[src/rtl/ifid_queue.sv]
// ---------------------------------------------------------------------------
// ifid_queue
//   Elastic IF/ID pipeline boundary. Replaces the single-entry IF/ID latch
//   with a DEPTH-entry circular queue of {pc, instruction, kill tag}. Decode
//   sees the head entry already split into MIPS fields.
//
//   All state updates on the FALLING edge of clk; reset is asynchronous and
//   active-low.
//
// Handshake (fetch side and decode side):
//   An entry moves from fetch into the queue on a falling edge where
//   if_valid & if_ready & ~flush. if_ready is a function of registered
//   occupancy only (no path from loaduse or flush). An entry leaves the
//   queue on a falling edge where id_valid & ~loaduse & ~flush. flush wins
//   over everything and empties the queue.
//
// Ports:
//   clk, rst_n         clock (falling-edge active), async active-low reset
//   if_valid/if_ready  fetch handshake
//   if_pc/if_instr/if_kill  entry presented by fetch
//   loaduse            decode hold: head is not consumed
//   flush              discard all queued entries
//   id_valid           head entry present
//   id_pc, id_kill     head pc and kill tag (0 when empty)
//   op_id..target_id   head instruction fields (0 when empty)
//   count              occupancy, 0..DEPTH
// ---------------------------------------------------------------------------
module ifid_queue #(
  parameter int PC_W  = 32,
  parameter int DEPTH = 2,
  localparam int CNT_W = $clog2(DEPTH) + 1
) (
  input  logic             clk,
  input  logic             rst_n,
  input  logic             if_valid,
  output logic             if_ready,
  input  logic [PC_W-1:0]  if_pc,
  input  logic [31:0]      if_instr,
  input  logic             if_kill,
  input  logic             loaduse,
  input  logic             flush,
  output logic             id_valid,
  output logic [PC_W-1:0]  id_pc,
  output logic             id_kill,
  output logic [5:0]       op_id,
  output logic [4:0]       rs_id,
  output logic [4:0]       rt_id,
  output logic [4:0]       rd_id,
  output logic [4:0]       shamt_id,
  output logic [5:0]       func_id,
  output logic [15:0]      imm16_id,
  output logic [25:0]      target_id,
  output logic [CNT_W-1:0] count
);

  localparam int PTR_W = $clog2(DEPTH);

  // DEPTH is a power of two, so pointers wrap naturally at DEPTH-1 -> 0.
  logic [PTR_W-1:0] wp;
  logic [PTR_W-1:0] rp;
  logic [CNT_W-1:0] cnt;

  logic [PC_W-1:0]  pc_mem    [DEPTH];
  logic [31:0]      instr_mem [DEPTH];
  logic             kill_mem  [DEPTH];

  logic push;
  logic pop;

  assign count    = cnt;
  assign if_ready = (cnt != CNT_W'(DEPTH));
  assign id_valid = (cnt != '0);

  assign push = if_valid & if_ready & ~flush;
  assign pop  = id_valid & ~loaduse & ~flush;

  // Pointer and occupancy state.
  always_ff @(negedge clk or negedge rst_n) begin
    if (!rst_n) begin
      wp  <= '0;
      rp  <= '0;
      cnt <= '0;
    end else if (flush) begin
      wp  <= '0;
      rp  <= '0;
      cnt <= '0;
    end else begin
      if (push) wp <= wp + PTR_W'(1);
      if (pop)  rp <= rp + PTR_W'(1);
      if (push && !pop)      cnt <= cnt + CNT_W'(1);
      else if (pop && !push) cnt <= cnt - CNT_W'(1);
    end
  end

  // Entry storage; contents are don't-care until written, so no reset.
  always_ff @(negedge clk) begin
    if (push) begin
      pc_mem[wp]    <= if_pc;
      instr_mem[wp] <= if_instr;
      kill_mem[wp]  <= if_kill;
    end
  end

  // Head entry, forced to an all-zero NOP when the queue is empty.
  logic [31:0]     head_instr;
  logic [PC_W-1:0] head_pc;
  logic            head_kill;

  assign head_instr = id_valid ? instr_mem[rp] : '0;
  assign head_pc    = id_valid ? pc_mem[rp]    : '0;
  assign head_kill  = id_valid ? kill_mem[rp]  : 1'b0;

  assign id_pc   = head_pc;
  assign id_kill = head_kill;

  // Overlapping field views of the same instruction word.
  assign op_id     = head_instr[31:26];
  assign rs_id     = head_instr[25:21];
  assign rt_id     = head_instr[20:16];
  assign rd_id     = head_instr[15:11];
  assign shamt_id  = head_instr[10:6];
  assign func_id   = head_instr[5:0];
  assign imm16_id  = head_instr[15:0];
  assign target_id = head_instr[25:0];

endmodule

[config.mk]
export PLATFORM = sky130hd
export DESIGN_NAME = ifid_queue
export DESIGN_NICKNAME = d
export VERILOG_FILES = /design/src/rtl/ifid_queue.sv
export SDC_FILE = /design/constraint.sdc
export NUM_CORES = 1
export LEC_CHECK = 0
export ABC_AREA = 0
export CAP_MARGIN = 20
export CORE_ASPECT_RATIO = 1.75
export CORE_MARGIN = 10
export CORE_UTILIZATION = 32
export CTS_CLUSTER_DIAMETER = 30
export DETAILED_ROUTE_END_ITERATION = 8
export PLACE_DENSITY = 0.58
export SLEW_MARGIN = 0
export SYNTH_ARGS = -nofsm -noshare
export SYNTH_HDL_FRONTEND = slang
export SYNTH_SLANG_ARGS = --single-unit
[constraint.sdc]
create_clock -name clk -period 13.3 [get_ports clk]
set_input_delay 3.325 -clock clk [delete_from_list [all_inputs] [get_ports clk]]
set_output_delay 3.325 -clock clk [all_outputs]
set_load 0.03 [all_outputs]
==> results.yml <==
# implementation run metrics
route:
  met1_length_um: 4310
  drt_wl_total_um: 13500
  num_vias: 3676
  route.met3.wl_um: 979
  avgViaCountPerCell: 4.25
  top_layer: "met4"
  ant_nets: 0
  met2_length_um: 8140
  initialDrtViolationCount: 112
  route.detailed.drc: 0
  first_pass_iters: 5
sta:
  worst_pin_slew_ps: 695
  skew_ps: 66.4
  finalSetupViolCount: 0
  worst_hold_slack_ps: 641
  slew_violations: 0
  setup_tns_ps: 0
  hold_viol_final: 0
critical_path:
  startpoint: "count[0]"
  critPathCaptureType: "primary output"
  cp_max_fo: 27
  worstPathRequired_ps: 9970
  rr_startpoint: "count[0]"
finish:
  final_area_um2: 8330
  area_growth_pct: 51.8
  num-fill-cells: 1585
  num_antenna_cells: 0
  finish.net_count: 694
floorplan:
  std_cell_rows: 63
  die-area_um2: 23000
  fp_util: 0.325
  io-pin-count: 181
  die_x_um: 119
clock_tree:
  clkSinkCount: 134
  cts_hold_buf: 0
  clock_latency_ps: 450
  clk_pin_slew_ps: 40
  htreeDepth: 4
  cts_max_path_buffers: 2
  cts_buffers: 17
  cts_resized: 0
  post_cts.repair.setup_buffers: 0
  cts_root_buffer: "clkbuf_16"
grt:
  grt_pass1_vias: 4467
  met1_usage: 0.0902
  use_met2: 0.223
  grt_overflow_total: 0
  antenna_found_initial: 0
synth:
  yosysUniqueCellTypes: 26
  synth_stat.cells: 347
  synth.most_common_cell: "edfxtp_1"
  yosys_warnings: 0
  ys_seq_share: 0.729
  edf_count: 130
  synth_top_area_share: 0.711
  yosysChipArea_um2: 5490
  ys_top_cells_by_count: "edfxtp_1, mux2i_1, nor2_1, buf_4"
  netlist_instances: 347
  syn_area_um2: 5490
run_status:
  status: "finished clean"
pwr:
  p_per_area_nw_per_um2: 157
  vdd_ir_drop_max_mv: 0.101
run:
  warnings: 156
placement:
  io_buffers: 180
  dp_worst_setup_slack_ps: 1110
## cell usage in the layout (no fill, tap or decap), types with 3 or more instances in the layout
cell type / instances
a21oi_1: 3
nor2_1: 65
mux2i_1: 65
dfrtn_1: 4
clkdlybuf4s50_1: 180
buf_4: 4
edfxtp_1: 130
inv_1: 134
inv_8: 4
clkbuf_16: 17
bufinv_16: 3
inv_6: 3
## cell type report
class / instances / area [µm²] / share of cell area
sequential: 134 / 4000 / 0.481
clock buffer: 17 / 425 / 0.0511
clock inverter: 145 / 683 / 0.0820
inverter: 3 / 11.3 / 0.00135
tap: 227 / 284 / 0.0341
timing repair buffer: 186 / 1870 / 0.225
multi-input combinational: 152 / 1050 / 0.126
## report_power, final
part | switching (mW) | internal (mW) | total [mW]
registers | 0.00424 | 0.484 | 0.488
logic | 0.105 | 0.0770 | 0.182
clock network | 0.281 | 0.354 | 0.635
total | 0.390 | 0.915 | 1.31
## flip-flops by register name, indices dropped and copies added (netlist names)
signal and count:
wp 1, pc_mem 64, count 2, kill_mem 2
instr_mem 64, rp 1
## kinds of logic (layout without fill, tap and decap cells)
| logic type | Yosys count | in the layout | synth area share |
|---|---|---|---|
| compound gates | 8 | 8 | 0.00798 |
| flops | 134 | 134 | 0.729 |
| mux | 65 | 65 | 0.119 |
| simple gates | 79 | 79 | 0.0600 |
| buf+inv | 61 | 351 | 0.0841 |
## worst max-delay path: stages, from the launching register on
cell             delay, ps
dfrtn_1                430
nor2_4                 550
buf_4                  410
nor2_1                 130
clkdlybuf4s50_1        630
## path summary, 6_finish.rpt
check                                endpoint  slack (ps)  cells after the start
max in group asynchronous                  wp        3410                      1
worst max register to register  pc_mem[1][30]       11390                      5
min in group asynchronous            count[1]        9680                      1
worst min-delay path                       wp         640                      2
worst min register to register             wp         640                      2
worst max-delay path               func_id[2]         760                      4
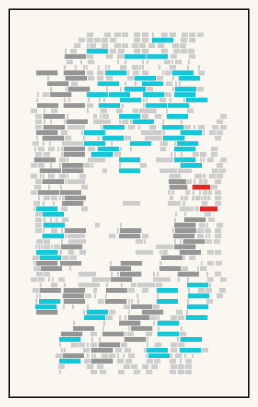
ff_map.png
(2 px per µm) Other sequential cells in the stronger gray, the rest of the logic in the fainter gray.
`instr_mem`: in cyan, placed flops 64. `count`: in red, placed flops 2.

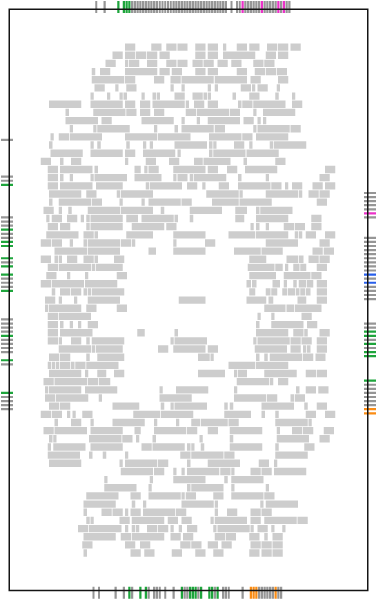
pinout.png
(3 px per µm) Pins as bars across the die edge, other pins in gray.
`func_id`: in orange, pins 6, direction output, edge 4 south, 2 east. `count`: in blue, pins 2, direction output, edge east. `id_pc`: in green, pins 32, direction output, edge 11 west, 11 south, 6 east, 4 north. `shamt_id`: in magenta, pins 5, direction output, edge 4 north, 1 east.

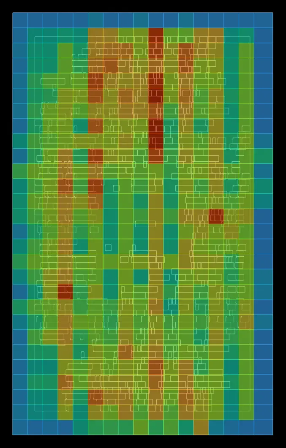
congestion_map.png
global-route usage over all layers: 0.118
fin util: 0.494
met3 usage: 0.0641
WL/cell: 15.6 µm

Power figures rest on the tool's default switching activity, not on a simulated workload.
